## src/rtl/spi_fsm_pkg.sv

```systemverilog
// spi_fsm_pkg: state encoding, word size and R/W flag polarity for the SPI slave control FSM
package spi_fsm_pkg;
  typedef enum logic [2:0] {
    IDLE         = 3'd0,
    GET_ADDR     = 3'd1,
    GOT_ADDR     = 3'd2,
    READ_LOAD    = 3'd3,
    READ_SHIFT   = 3'd4,
    WRITE_RECV   = 3'd5,
    WRITE_COMMIT = 3'd6,
    DONE         = 3'd7
  } state_e;
  localparam int WORD_BITS_DEF = 8;
  localparam logic RW_READ = 1'b1;
endpackage

```

## src/rtl/spi_bit_counter.sv

```systemverilog
// spi_bit_counter: edge counter with sync clear, increment enable and a word-complete flag
module spi_bit_counter #(
  parameter int CNT_W     = 4,
  parameter int WORD_BITS = 8
) (
  input  logic             clk,
  input  logic             clr_i,
  input  logic             inc_i,
  output logic [CNT_W-1:0] cnt_o,
  output logic             term_o
);
  logic [CNT_W-1:0] cnt_q;
  always_ff @(posedge clk) begin
    if (clr_i) cnt_q <= '0;
    else if (inc_i) cnt_q <= cnt_q + 1'b1;
  end
  assign cnt_o  = cnt_q;
  assign term_o = cnt_q == CNT_W'(WORD_BITS);
endmodule

```

## src/rtl/spi_slave_fsm.sv

```systemverilog
// spi_slave_fsm: sequences address latch, data memory, shift-register load and MISO enable
// over one address byte followed by one data byte.
module spi_slave_fsm
  import spi_fsm_pkg::*;
#(
  parameter int WORD_BITS = WORD_BITS_DEF,
  parameter int CNT_W     = 4
) (
  input  logic clk,
  input  logic reset,
  input  logic cs_n,
  input  logic sclk_posedge,
  input  logic sclk_negedge,
  input  logic sr_lsb,
  output logic addr_we,
  output logic dm_we,
  output logic sr_we,
  output logic miso_buff
);
  state_e state_q, state_d;
  logic [CNT_W-1:0] cnt;
  logic term, inc, clr;
  always_ff @(posedge clk) begin
    if (reset) state_q <= IDLE;
    else state_q <= state_d;
  end
  always_comb begin
    state_d = state_q;
    unique case (state_q)
      IDLE:         state_d = cs_n ? IDLE : GET_ADDR;
      GET_ADDR:     state_d = term ? GOT_ADDR : GET_ADDR;
      GOT_ADDR:     state_d = (sr_lsb == RW_READ) ? READ_LOAD : WRITE_RECV;
      READ_LOAD:    state_d = READ_SHIFT;
      READ_SHIFT:   state_d = term ? DONE : READ_SHIFT;
      WRITE_RECV:   state_d = term ? WRITE_COMMIT : WRITE_RECV;
      WRITE_COMMIT: state_d = DONE;
      DONE:         state_d = DONE;
    endcase
    // chip-select release overrides every other transition, including a completing edge
    if (cs_n && state_q != IDLE) state_d = IDLE;
  end
  assign inc = ((state_q == GET_ADDR || state_q == WRITE_RECV) && sclk_posedge)
             || (state_q == READ_SHIFT && sclk_negedge);
  assign clr = reset || (state_d != state_q);
  spi_bit_counter #(.CNT_W(CNT_W), .WORD_BITS(WORD_BITS)) u_cnt (
    .clk    (clk),
    .clr_i  (clr),
    .inc_i  (inc),
    .cnt_o  (cnt),
    .term_o (term)
  );
  always_comb begin
    addr_we   = state_q == GOT_ADDR;
    sr_we     = state_q == READ_LOAD;
    miso_buff = state_q == READ_SHIFT;
    dm_we     = state_q == WRITE_COMMIT;
  end
endmodule

```

## config.mk

```make
export PLATFORM = sky130hd
export DESIGN_NAME = spi_slave_fsm
export DESIGN_NICKNAME = d
export VERILOG_FILES = /design/src/rtl/spi_fsm_pkg.sv /design/src/rtl/spi_bit_counter.sv /design/src/rtl/spi_slave_fsm.sv
export SDC_FILE = /design/constraint.sdc
export NUM_CORES = 1
export LEC_CHECK = 0
export CAP_MARGIN = 0
export CORE_AREA = 2 2 39 41
export CTS_BUF_LIST = sky130_fd_sc_hd__clkbuf_4
export CTS_CLUSTER_SIZE = 28
export DETAILED_ROUTE_END_ITERATION = 10
export DIE_AREA = 0 0 41 43
export PLACE_DENSITY = 0.69
export SYNTH_ARGS = -nofsm -noshare
export SYNTH_HDL_FRONTEND = slang
export SYNTH_SLANG_ARGS = --single-unit
```

## constraint.sdc

```tcl
create_clock -name clk -period 2 [get_ports clk]
set_input_delay 0.4 -clock clk [delete_from_list [all_inputs] [get_ports clk]]
set_output_delay 0.4 -clock clk [all_outputs]
set_load 0.05 [all_outputs]
```

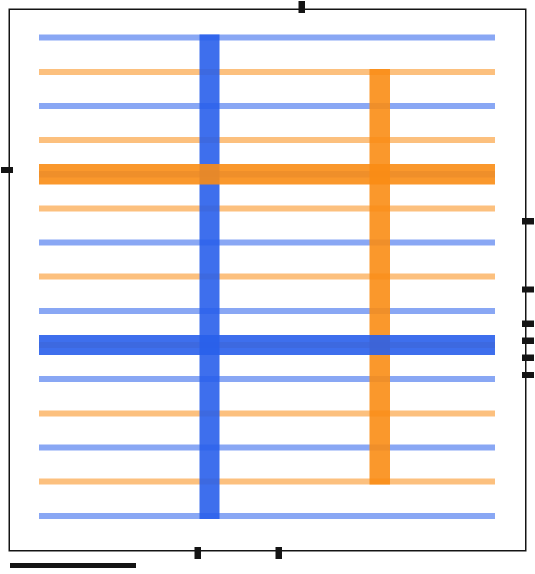
run_1/floorplan.png
The bar under the picture is 10 um long. Pins as bars on the die edge.
colour	net
blue	VSS
orange	VDD
met5 straps	2
rows	14
met1 rails	15
met4 straps	2
Die Span X: 41 um
Peak VDD IR: 356.5 uV
core area: 1384 um^2
die y size: 43 um

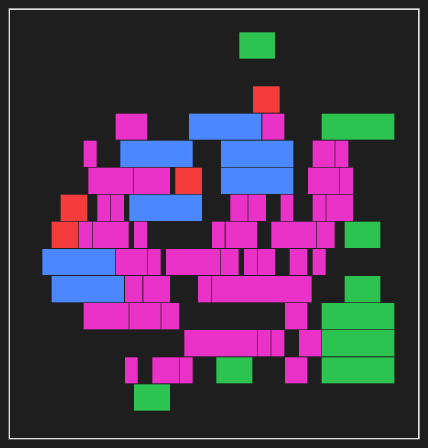
run_1/class_map.png
colour	class	cells	share of their area
blue	sequential cells	7	22%
red	clock drivers and dummy loads	4	4.8%
magenta	remaining logic cells	47	52%
green	remaining buffers and delay cells	9	21%
post-route cell area: 645.6 um^2
row cnt: 14
Seq/total area: 21.71%
fin util: 46.65%

==> results.toml, run 1 <==
# implementation run metrics
[outcome]
status = "finished, final reports clean"

[floorplan]
n_tap_cell = 16

[grt]
met2_usage_pct = 21.25
use_met1_pct = 14.94
grt_start_max_net_pins = 16
overflow = 0

[timing]
min_period_over_period_pct = 85.20
grt_setup_unrepaired = "false"

[critical_path]
startpoint = "state_q[1]"
arrival_ns = 1.30
rrSetupSlack_ns = 0.48

[synth]
xor_area_share_pct = 5.497
async_flop_share_pct = 0
syn_nets = 64

[power_and_ir_drop]
power.internal_uw = 248.8

[place]
portBuffers = 9

[cells_and_area]
layout.cells.non_filler = 83
num_antenna_cells = 0

[flow_run]
maxCapViolCount = 0

[route]
wl_met3_um = 54
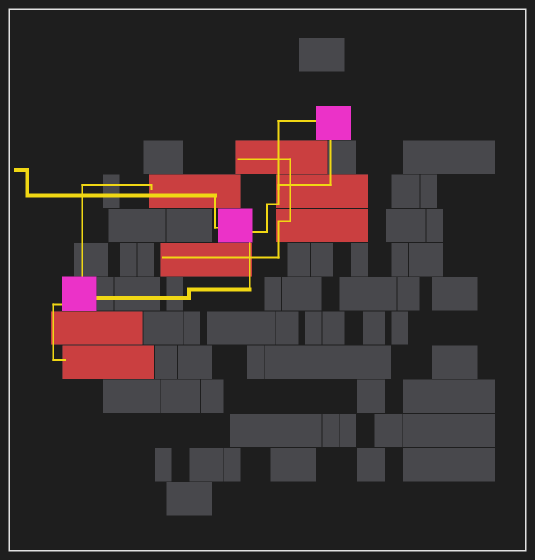
run_1/clock_wires.png
[yellow] clock wires | length: 108 um
[magenta] clock-net drivers | count: 3
[red] flip-flops | count: 7
routed clock nets	4
Latency at later pin: 0.25 ns
Clock power frac: 44.2%
Clock group: 140 uW
Post-Route Skew: 0.003326 ns

run 1: sequential cells by signal (all words and copies together), names as in the netlist:
| name | count |
|---|---|
| state_q | 3 |
| u_cnt.cnt_o | 4 |
run 1: power by group through the flow:
stage | logic [uW] | clock network (uW) | registers [uW]
detailed placement | 31.9 | 0 | 147
global placement | 31.3 | 0 | 147
global route | 35.2 | 161 | 144
CTS | 32.0 | 148 | 144
floorplan | 16.5 | 0 | 146
finish | 31.9 | 140 | 144
run 1: worst reg2reg max path, cell delays in order (launching register included):
cell       delay (ns)
dfxtp_1          0.39
inv_1            0.06
ha_1             0.18
and3b_2          0.25
a2111oi_4        0.28
o221ai_2         0.16
nor2_1           0.13
==> run 2, diff against run 1 <==
Settings changed: SLEW_MARGIN set to 15.
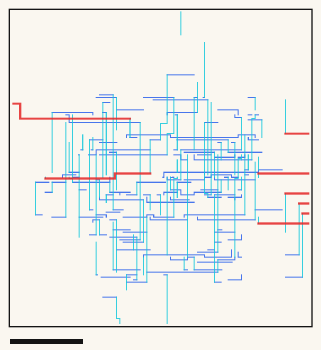
run_2/layers.png
The bar under the picture is 10 um long.
colour	layer	wire length
red	M3	54.7 um
blue	M1	390 um
cyan	M2	457 um
final WL: 901 um
WL per Instance: 10.86 um
aggregate global-route resource usage: 14.20%
via count: 414

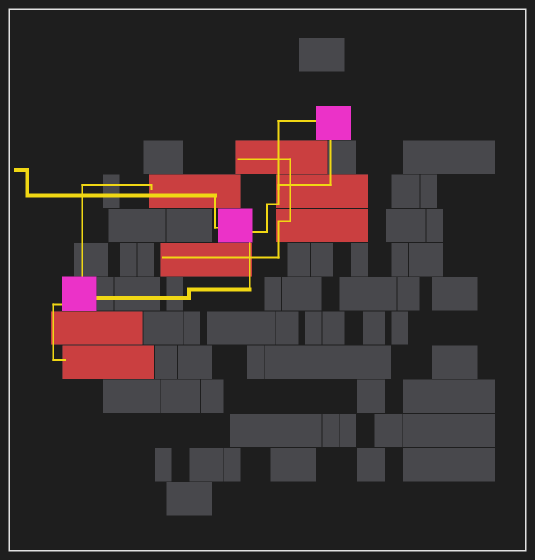
run_2/clock_wires.png
[magenta] clock-net drivers | count: 3
[red] flip-flops | count: 7
[yellow] clock wires | length: 108 um
routed clock nets	4

==> run 2 against run 1 <==
Clock power about the same. First-iteration DRC count unchanged. Worst hold slack unchanged. Cell count unchanged. Routed wire length unchanged. Clock skew unchanged. Power unchanged. Fmax unchanged. Via count unchanged. Area after synthesis unchanged.
==> results.toml, run 2 <==
# implementation run metrics
[outcome]
status = "finished, final reports clean"

[cells_and_area]
largest_reg_flops = 4
layout.nets = 76
stdcell_area_um2 = 645.6
fin_util_pct = 46.65
layout.cells.non_filler = 83
num_antenna_cells = 0

[synth]
async_flop_share_pct = 0
postSynthSeqShare_pct = 29.32
syn_nets = 64

[floorplan]
die-width_um = 41
coreArea_um2 = 1384
std_cell_rows = 14
fp.dieH_um = 43

[timing]
grt_setup_unrepaired = "false"
relSlewSlack_pct = 67.43
min_period_over_period_pct = 85.20
finClkSkew_ns = 0.003326
finalSetupViolations = 0
fmax_mhz = 586.9

[grt]
met2_usage_pct = 21.25
grt_start_max_net_pins = 16
overflow = 0
use_met1_pct = 14.94

[place]
dp_hpwl_um = 693
portBuffers = 9

[flow_run]
maxCapViolCount = 0

[critical_path]
crit_family = "flip-flops"
startpoint = "state_q[1]"
worst-path-stages = 2
arrival_ns = 1.30
rrSetupSlack_ns = 0.48

[clock_network]
insertion_delay_ns = 0.25

[power_and_ir_drop]
ir_drop_uv = 356.5
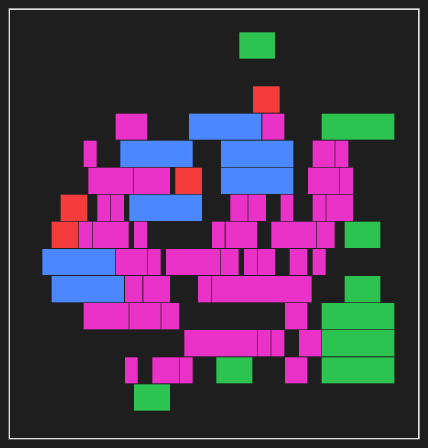
run_2/class_map.png
colour	class	cells	share of their area
green	remaining buffers and delay cells	9	21%
blue	sequential cells	7	22%
magenta	remaining logic cells	47	52%
red	clock drivers and dummy loads	4	4.8%

run 2: cell counts after synthesis:
No cell type changed its count.
run 2: layer usage:
| metal | wire length [um] | vias up | part of all wire [%] |
|---|---|---|---|
| met2 | 457 | 9 | 51 |
| met5 | 0 | - | 0 |
| li1 | - | 218 | - |
| met1 | 389 | 187 | 43 |
| met3 | 54 | 0 | 6.0 |
| met4 | 0 | 0 | 0 |
run 2: report_power, final:
group | switching [uW] | internal (uW) | leakage, uW
Clock | 50.3 | 89.6 | 0.0000184
Combinational | 14.1 | 17.9 | 0.000186
Sequential | 3.03 | 141 | 0.0000567
run 2: area by class of cell:
cell class	count	area [um^2]
fillers	141	738.2
well taps	16	20.02
multi-input cells	40	299.0
flip-flops and latches	7	140.1
clock buffers	4	30.03
inverters	7	26.28
repair buffers	9	130.1
Power figures rest on the tool's default switching activity, not on a simulated workload.
